Fig. 1: register map, names as in the netlist
Scale: 1 px per um.
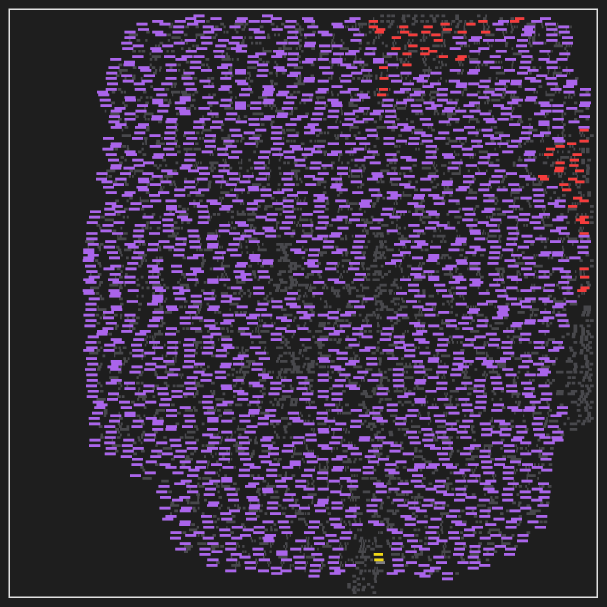
Fig. 2: congestion heat map
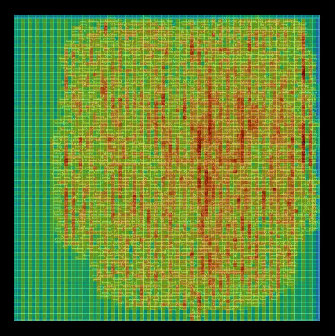
Fig. 3: wires at chosen ports, followed through buffers
Scale: 1 px per um.
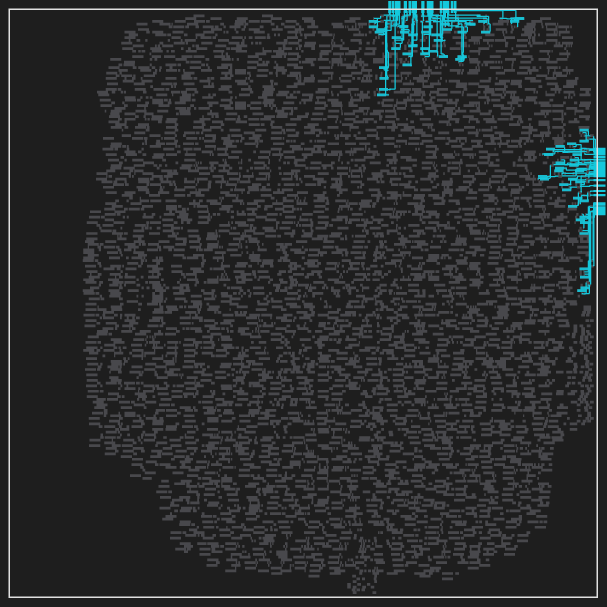
Fig. 4: pin placement
Scale: 0.5 px per um. Pins as bars across the die edge, other pins in grey.
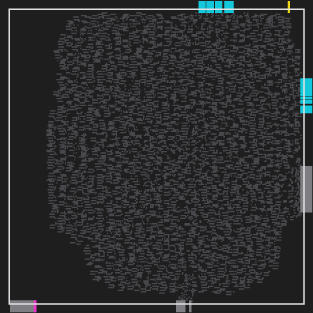
## src/rtl/sm_ram_arbiter_pkg.sv

```systemverilog
// ---------------------------------------------------------------------------
// sm_ram_arbiter_pkg
// Shared configuration for the multi-port shared data RAM.
//   - default port count and RAM depth
//   - word-index offset: byte address bits [1:0] are dropped
//   - data word type and the index-width helper used by the arbiter
// Optional bus-lock support is selected with the macro SM_RAM_ARB_LOCK_EN
// (left undefined by default: pure round-robin).
// ---------------------------------------------------------------------------
package sm_ram_arbiter_pkg;

    localparam int SM_RAM_ARB_PORTS = 2;
    localparam int SM_RAM_ARB_DEPTH = 64;
    localparam int WORD_OFS         = 2;
    localparam int DATA_W           = 32;

    typedef logic [DATA_W-1:0] word_t;

    // Width of a port index; a single-port build still needs one bit.
    function automatic int idxWidth(input int n);
        return (n > 1) ? $clog2(n) : 1;
    endfunction

endpackage

```

## src/rtl/sm_ram_arbiter_if.sv

```systemverilog
// ---------------------------------------------------------------------------
// sm_ram_arbiter_if
// Request/acknowledge bus between the CPU data ports and the shared RAM.
//   req   [PORTS]      access request, held until ack
//   we    [PORTS]      write enable, qualifies req
//   addr  [PORTS*32]   byte address, port i at [32*i +: 32]
//   wdata [PORTS*32]   write data
//   lock  [PORTS]      bus lock (used only with SM_RAM_ARB_LOCK_EN)
//   rdata [PORTS*32]   read data, valid in the ack cycle
//   ack   [PORTS]      one-cycle completion pulse
// master = requester side (CPU cores), slave = sm_ram_arbiter.
// ---------------------------------------------------------------------------
interface sm_ram_arbiter_if #(
    parameter int PORTS = sm_ram_arbiter_pkg::SM_RAM_ARB_PORTS
);
    import sm_ram_arbiter_pkg::*;

    logic [PORTS-1:0]        req;
    logic [PORTS-1:0]        we;
    logic [PORTS*DATA_W-1:0] addr;
    logic [PORTS*DATA_W-1:0] wdata;
    logic [PORTS-1:0]        lock;
    logic [PORTS*DATA_W-1:0] rdata;
    logic [PORTS-1:0]        ack;

    modport master (
        output req, we, addr, wdata, lock,
        input  rdata, ack
    );

    modport slave (
        input  req, we, addr, wdata, lock,
        output rdata, ack
    );

endinterface

```

## src/rtl/sm_ram_arbiter_rr.sv

```systemverilog
// ---------------------------------------------------------------------------
// sm_rr_arbiter
// Purely combinational round-robin picker. The priority pointer register
// lives in the parent.
//   eligible   [PORTS]  ports that may be granted this cycle
//   ptr        [IW]     first port to consider; search goes upward, wrapping
//   grant      [PORTS]  one-hot grant (all zero when nothing is eligible)
//   grantIdx   [IW]     index of the granted port
//   grantValid          a grant was made
// ---------------------------------------------------------------------------
module sm_rr_arbiter
    import sm_ram_arbiter_pkg::*;
#(
    parameter int PORTS = SM_RAM_ARB_PORTS,
    parameter int IW    = idxWidth(PORTS)
) (
    input  logic [PORTS-1:0] eligible,
    input  logic [IW-1:0]    ptr,
    output logic [PORTS-1:0] grant,
    output logic [IW-1:0]    grantIdx,
    output logic             grantValid
);

    int cand_s;

    // Scan PORTS candidates starting at ptr; the first eligible one wins.
    always_comb begin
        grant      = '0;
        grantIdx   = '0;
        grantValid = 1'b0;
        cand_s     = 32'sd0;
        for (int off = 0; off < PORTS; off++) begin
            cand_s = int'(ptr) + off;
            if (cand_s >= PORTS) begin
                cand_s = cand_s - PORTS;
            end else begin
                cand_s = cand_s;
            end
            if (!grantValid && eligible[cand_s]) begin
                grant[cand_s] = 1'b1;
                grantIdx      = cand_s[IW-1:0];
                grantValid    = 1'b1;
            end else begin
                grantValid = grantValid;
            end
        end
    end

endmodule

```

## src/rtl/sm_ram_arbiter.sv

```systemverilog
// ---------------------------------------------------------------------------
// sm_ram_arbiter
// N CPU data ports share one word-addressed 32-bit RAM through a round-robin
// arbiter. One access per cycle; the granted port sees ack (and, for reads,
// rdata) in the following cycle.
//   clk    system clock
//   rst_n  asynchronous active-low reset (ack, rdata, pointer, lock owner);
//          RAM contents are kept
//   bus    sm_ram_arbiter_if.slave: req/we/addr/wdata/lock in, rdata/ack out
// Word index = addr[2 +: AW]; higher address bits are ignored, so indices
// wrap modulo DEPTH.
// Optional: define SM_RAM_ARB_LOCK_EN to let a granted port holding lock=1
// keep exclusive ownership of the bus until it drops lock.
// ---------------------------------------------------------------------------
module sm_ram_arbiter
    import sm_ram_arbiter_pkg::*;
#(
    parameter int PORTS = SM_RAM_ARB_PORTS,
    parameter int DEPTH = SM_RAM_ARB_DEPTH,
    parameter int AW    = 6
) (
    input  logic               clk,
    input  logic               rst_n,
    sm_ram_arbiter_if.slave    bus
);

    localparam int IW = idxWidth(PORTS);

    logic [PORTS-1:0]        ack_r;
    logic [PORTS*DATA_W-1:0] rdata_r;
    logic [IW-1:0]           ptr_r;
    logic [IW-1:0]           ptrNext_s;

    logic [PORTS-1:0]        eligible_s;
    logic [PORTS-1:0]        grant_s;
    logic [IW-1:0]           grantIdx_s;
    logic                    grantValid_s;

    word_t                   selAddr_s;
    word_t                   selWData_s;
    logic                    selWe_s;
    logic [AW-1:0]           selIdx_s;
    word_t                   memRd_s;

    word_t                   mem_r [DEPTH];

`ifdef SM_RAM_ARB_LOCK_EN
    logic                    lockValid_r;
    logic [IW-1:0]           lockOwner_r;
    logic                    ownerActive_s;
    logic [PORTS-1:0]        ownerMask_s;

    // An owner only counts while it still holds lock; the cycle it drops
    // lock everyone is eligible again.
    always_comb begin
        ownerActive_s = lockValid_r & bus.lock[lockOwner_r];
        ownerMask_s   = '0;
        if (ownerActive_s) begin
            ownerMask_s[lockOwner_r] = 1'b1;
        end else begin
            ownerMask_s = '1;
        end
        // A port being acked is masked so its held req is not granted twice.
        eligible_s = bus.req & ~ack_r & ownerMask_s;
    end

    // Lock owner tracking: a grant with lock=1 (re)claims ownership.
    always_ff @(posedge clk or negedge rst_n) begin
        if (!rst_n) begin
            lockValid_r <= 1'b0;
            lockOwner_r <= '0;
        end else if (grantValid_s && bus.lock[grantIdx_s]) begin
            lockValid_r <= 1'b1;
            lockOwner_r <= grantIdx_s;
        end else if (ownerActive_s) begin
            lockValid_r <= 1'b1;
            lockOwner_r <= lockOwner_r;
        end else begin
            lockValid_r <= 1'b0;
            lockOwner_r <= lockOwner_r;
        end
    end
`else
    logic unusedLock_s;

    // A port being acked is masked so its held req is not granted twice.
    always_comb begin
        eligible_s = bus.req & ~ack_r;
    end

    assign unusedLock_s = ^bus.lock;
`endif

    sm_rr_arbiter #(
        .PORTS (PORTS),
        .IW    (IW)
    ) u_rr (
        .eligible   (eligible_s),
        .ptr        (ptr_r),
        .grant      (grant_s),
        .grantIdx   (grantIdx_s),
        .grantValid (grantValid_s)
    );

    // One-hot AND-OR mux of the granted port's address, data and direction.
    always_comb begin
        selAddr_s  = '0;
        selWData_s = '0;
        selWe_s    = 1'b0;
        for (int i = 0; i < PORTS; i++) begin
            if (grant_s[i]) begin
                selAddr_s  = selAddr_s  | bus.addr[DATA_W*i +: DATA_W];
                selWData_s = selWData_s | bus.wdata[DATA_W*i +: DATA_W];
                selWe_s    = selWe_s    | bus.we[i];
            end else begin
                selWe_s    = selWe_s;
            end
        end
    end

    assign selIdx_s = selAddr_s[WORD_OFS +: AW];
    assign memRd_s  = mem_r[selIdx_s];

    generate
        if (WORD_OFS + AW < DATA_W) begin : g_addrHi
            logic unusedAddr_s;
            assign unusedAddr_s = ^{selAddr_s[WORD_OFS-1:0], selAddr_s[DATA_W-1:WORD_OFS+AW]};
        end else begin : g_addrFull
            logic unusedAddr_s;
            assign unusedAddr_s = ^selAddr_s[WORD_OFS-1:0];
        end
    endgenerate

    // Pointer moves past the granted port; unchanged on an idle cycle.
    always_comb begin
        if (grantValid_s) begin
            if (grantIdx_s == IW'(PORTS - 1)) begin
                ptrNext_s = '0;
            end else begin
                ptrNext_s = grantIdx_s + IW'(1);
            end
        end else begin
            ptrNext_s = ptr_r;
        end
    end

    // Ack pulse and round-robin pointer; reset discards a pending grant.
    always_ff @(posedge clk or negedge rst_n) begin
        if (!rst_n) begin
            ack_r <= '0;
            ptr_r <= '0;
        end else begin
            ack_r <= grant_s;
            ptr_r <= ptrNext_s;
        end
    end

    // Per-port read data, held until that port's next read completes.
    always_ff @(posedge clk or negedge rst_n) begin
        if (!rst_n) begin
            rdata_r <= '0;
        end else begin
            for (int i = 0; i < PORTS; i++) begin
                if (grant_s[i] && !selWe_s) begin
                    rdata_r[DATA_W*i +: DATA_W] <= memRd_s;
                end
            end
        end
    end

    // RAM array: no reset, contents survive rst_n.
    always_ff @(posedge clk) begin
        if (grantValid_s && selWe_s) begin
            mem_r[selIdx_s] <= selWData_s;
        end
    end

    assign bus.ack   = ack_r;
    assign bus.rdata = rdata_r;

endmodule

```

## src/flat_wrapper.sv

```systemverilog
// flat-port wrapper written by rule: the top's interface ports become plain ports
module sm_ram_arbiter_flat import sm_ram_arbiter_pkg::*;
#(
    parameter int PORTS = SM_RAM_ARB_PORTS,
    parameter int DEPTH = SM_RAM_ARB_DEPTH,
    parameter int AW    = 6
)
  (clk, rst_n, bus_req, bus_we, bus_addr, bus_wdata, bus_lock, bus_rdata, bus_ack);
  sm_ram_arbiter_if #(.PORTS(PORTS)) bus_i ();
  input  logic clk;
  input  logic rst_n;
  input wire logic [$bits(bus_i.req)-1:0] bus_req;
  input wire logic [$bits(bus_i.we)-1:0] bus_we;
  input wire logic [$bits(bus_i.addr)-1:0] bus_addr;
  input wire logic [$bits(bus_i.wdata)-1:0] bus_wdata;
  input wire logic [$bits(bus_i.lock)-1:0] bus_lock;
  output wire logic [$bits(bus_i.rdata)-1:0] bus_rdata;
  output wire logic [$bits(bus_i.ack)-1:0] bus_ack;
  assign bus_i.req = bus_req;
  assign bus_i.we = bus_we;
  assign bus_i.addr = bus_addr;
  assign bus_i.wdata = bus_wdata;
  assign bus_i.lock = bus_lock;
  assign bus_rdata = bus_i.rdata;
  assign bus_ack = bus_i.ack;
  sm_ram_arbiter #(.PORTS(PORTS), .DEPTH(DEPTH), .AW(AW)) u_core (.clk(clk), .rst_n(rst_n), .bus(bus_i));
endmodule
```

## config.mk

```make
export PLATFORM = sky130hd
export DESIGN_NAME = sm_ram_arbiter_flat
export DESIGN_NICKNAME = d
export VERILOG_FILES = /design/src/rtl/sm_ram_arbiter_pkg.sv /design/src/rtl/sm_ram_arbiter_if.sv /design/src/rtl/sm_ram_arbiter_rr.sv /design/src/rtl/sm_ram_arbiter.sv /design/src/flat_wrapper.sv
export SDC_FILE = /design/constraint.sdc
export NUM_CORES = 2
export LEC_CHECK = 0
export ABC_AREA = 0
export ABC_CLOCK_PERIOD_IN_PS = 5450
export CELL_PAD_IN_SITES_DETAIL_PLACEMENT = 1
export CELL_PAD_IN_SITES_GLOBAL_PLACEMENT = 1
export CORE_MARGIN = 2
export CORE_UTILIZATION = 24
export DETAILED_ROUTE_END_ITERATION = 7
export GPL_ROUTABILITY_DRIVEN = 0
export PLACE_DENSITY_LB_ADDON = 0.1
export SYNTH_ARGS = -nofsm -noshare
export SYNTH_HDL_FRONTEND = slang
export SYNTH_SLANG_ARGS = --single-unit
```

## constraint.sdc

```tcl
create_clock -name clk -period 5.45 [get_ports clk]
set_clock_uncertainty 0.05 [all_clocks]
set_input_delay 0.545 -clock clk [delete_from_list [all_inputs] [get_ports clk]]
set_output_delay 0.545 -clock clk [all_outputs]
set_load 0.03 [all_outputs]
```

==> run summary <==
Notes on the physical design

The final count of hold timing violations is 0. In this run the critical register-to-register path is launched from u_core.bus.ack[0]. The multi-input gate share of total cell area is 0.176.

In the final layout, the multi-input gates occupy about 0.018 mm^2. The final clock period utilization by the worst path is 0.878. For reference, the critical path cell chain is or3b_1 -> a32o_4 -> buf_12 -> buf_12 -> mux2i_1 -> o22ai_1 -> o21ai_0 -> o221ai_1 -> and4bb_2 -> a21oi_1. For reference, the top cells by count after synthesis are 2048 x sky130_fd_sc_hd__edfxtp_1, 562 x sky130_fd_sc_hd__mux2i_1, 429 x sky130_fd_sc_hd__nand2_1, 339 x sky130_fd_sc_hd__a21oi_1, 249 x sky130_fd_sc_hd__o22ai_1. Per the synthesis report, the number of distinct cell types is between 60 and 70.

The share of total power dissipated in combinational logic is 0.187. The clock root buffer is sky130_fd_sc_hd__clkbuf_16. The routed wire length on met2 is around 150000 um.

The largest combinational cell category by area is AND-OR/OR-AND gates. After detailed routing, the total wire length is roughly 320000 um. The type recorded for the worst min-delay path is input pin to async pin.

The plain and repair buffers instantiated in the layout total 583. The cell leakage power is about 0.032 uW. The destination of the worst register-to-register timing path is u_core.bus.rdata[30]. The number of core rows is ~210.

In the final layout, the share of cells above drive strength 1 is 0.167. The xor and xnor area share after synthesis is 0. The proportion of power drawn by the clock network is 0.363. Across all register-to-register paths, the minimum setup slack is around 660 ps. The clock buffer count in the final layout is 322. The warning tally printed by Yosys for this design is 0. The design draws 42100 uW. The synthesis-stage register bit count is roughly 2100. The power in the clock group is between 15000 and 20000 uW. Per the log, the first TritonRoute iteration ended with a DRC count of 3619.

The post-route worst setup slack is between 600 and 700 ps. The share of total power dissipated in sequential elements is 0.450. The detailed-route via count is between 40000 and 50000. The total track usage is 0.179.

The number of cells on the worst reg-to-reg path is 10. The slowest library cell on the worst path is sky130_fd_sc_hd__o21ai_0. Along the worst path, the maximum fanout reaches around 46. The max-cap violation count is 0.

The count of final setup violators is 0. The standard cell core area is roughly 0.34 mm^2. The number of multi-input combinational cells is approximately 2500. The max-slew check reports its worst relative slack as 0.250. The instance count after placement with tap cells included is just under 10000. Counting flops with a built-in enable in the synthesized netlist gives between 2000 and 2500.

The sequential share of cell area is 0.632. The number of global-route vias before repair is 50200. The repair_antennas step left the layout with diodes totalling 24. After detailed placement, the total cell area comes to 0.0926 mm^2. According to the Yosys statistics, the synthesized design has a chip area of roughly 0.081 mm^2.

For this run the top cell type by instance count after synthesis was sky130_fd_sc_hd__edfxtp_1. The global routing report lists met3 layer usage as 0.0175. In this run, the synthesized area fraction spent on adder and majority cells is recorded as 0. A synthesized cell averages 16.5 um^2. The number of flip-flops and latches is roughly 2100. For this run, the detailed router's first-pass iteration total came to 8. The maximum vdd ir drop is ~0.24 mV. The total internal power is just under 30000 uW.

The cell-mix breakdown from Yosys lists the simple-gate area share as 0.0399. In the final routing, the length of wire on met1 measures between 100000 and 150000 um. The data arrival time of the critical path is ~5500 ps. The number of buffers inserted by post-CTS setup repair is 0. The most common cell after layout, fill and taps aside is sky130_fd_sc_hd__edfxtp_1.

On met2, the global router reports a usage of 0.302. Of the total synthesized cell area, the portion taken by AND-OR and OR-AND cells is 0.0924. The net switching power is around 12000 uW. The cell family contributing the most delay on the critical path is AND-OR/OR-AND gates.

The residual DRC count is 0. The startpoint type of the worst setup path is a flop. Recorded from the global router log, the overflow total was 0. The chip occupies around 0.34 mm^2. The highest metal layer with signal wires is met4.

The HPWL after detailed placement is 189000 um. STA classifies the critical path endpoint as a flop. The detail-routed via count per cell is roughly 4.7. Measured against the total synthesized area, the mux share comes to 0.0748. The number of levels in the clock H-tree is 4. By area the synthesized netlist is led by sky130_fd_sc_hd__edfxtp_1 75%, sky130_fd_sc_hd__mux2i_1 6.9%, sky130_fd_sc_hd__a21oi_1 2.1%, sky130_fd_sc_hd__dfrtp_1 2.1%, sky130_fd_sc_hd__nand2_1 2.0%. The mapped netlist covers between 0.08 and 0.09 mm^2. The OpenROAD report gives the critical path a required time of just over 6000 ps. The number of clock buffers inserted by TritonCTS is between 200 and 250. After clock tree synthesis, the clock-pin slew on the worst setup and hold paths is approximately 60 ps. The number of warnings in the stage logs is ~80. According to the finish report, the design has a final net count of between 5000 and 6000. The number of nets with antenna violations after routing is 0.

Per report_power, the Combinational row totals 7880 uW. The CTS sink count is about 2100. The library cells used most frequently in the layout, excluding fill and tap cells, are 2048 x sky130_fd_sc_hd__edfxtp_1, 562 x sky130_fd_sc_hd__mux2i_1, 425 x sky130_fd_sc_hd__nand2_1, 339 x sky130_fd_sc_hd__a21oi_1, 316 x sky130_fd_sc_hd__buf_4. The flow ran to the end, and the final reports show no timing, DRC or antenna violations.

The largest share of the power goes to sequential cells. Ranked by total area, the top cell class in this layout is registers. Tracing the worst setup path back leads to its startpoint at u_core.bus.ack[0].

The cell taking the most area after synthesis is sky130_fd_sc_hd__edfxtp_1. After routing, the total negative slack on setup checks comes to 0 ps.
## Picture notes: Fig. 1
u_core.bus.ack -> yellow  # placed flops 2
u_core.mem_r -> purple  # placed flops 2048, where widely spread
u_core.bus.rdata -> red  # placed flops 64, where north-east
not coloured = 1
total area of sequential cells: 0.0632 mm^2
core occupancy in the finished layout: 0.296
flip-flop and latch power: 18900 uW

## Picture notes: Fig. 2
detail-routed net length per standard cell: 31.1 um
global-route track usage on met1: 0.249

## Picture notes: Fig. 3
bus_rdata -> cyan  # bits 64, direction output, edge 34 north, 30 east, end cells 64, wire 2980 um
count of buffers from port buffering: 147
top-level I/O count: 202

## Picture notes: Fig. 4
clk -> yellow  # pins 1, direction input, edge north
bus_rdata -> cyan  # pins 64, direction output, edge 34 north, 30 east
bus_lock -> magenta  # pins 2, direction input, edge south
all pins by edge = 96 east, 70 south, 36 north
width of the chip: 587 um
die boundary height: 587 um

## registers in the layout, summed over array words and instances, names as in the netlist, named ones only
| name | flops |
|---|---|
| u_core.bus.ack | 2 |
| u_core.bus.rdata | 64 |
| u_core.mem_r | 2048 |
## how the worst max path moves through the flow
stage | endpoint | slack (ps) | cells past startpoint
floorplan | u_core.mem_r[17][0] | 1050 | 10
global placement | u_core.bus.rdata[30] | 7 | 11
detailed placement | u_core.bus.rdata[62] | -30 | 11
CTS | u_core.bus.rdata[62] | 600 | 10
global route | u_core.bus.rdata[30] | 500 | 10
finish | u_core.bus.rdata[30] | 660 | 10
## timing repair
item | in CTS | in global routing
hold buffers | 1 | 0
hold endpoints to repair | 38 | 0
resized | 0 | 0
Power is estimated from default activity; no workload was simulated.
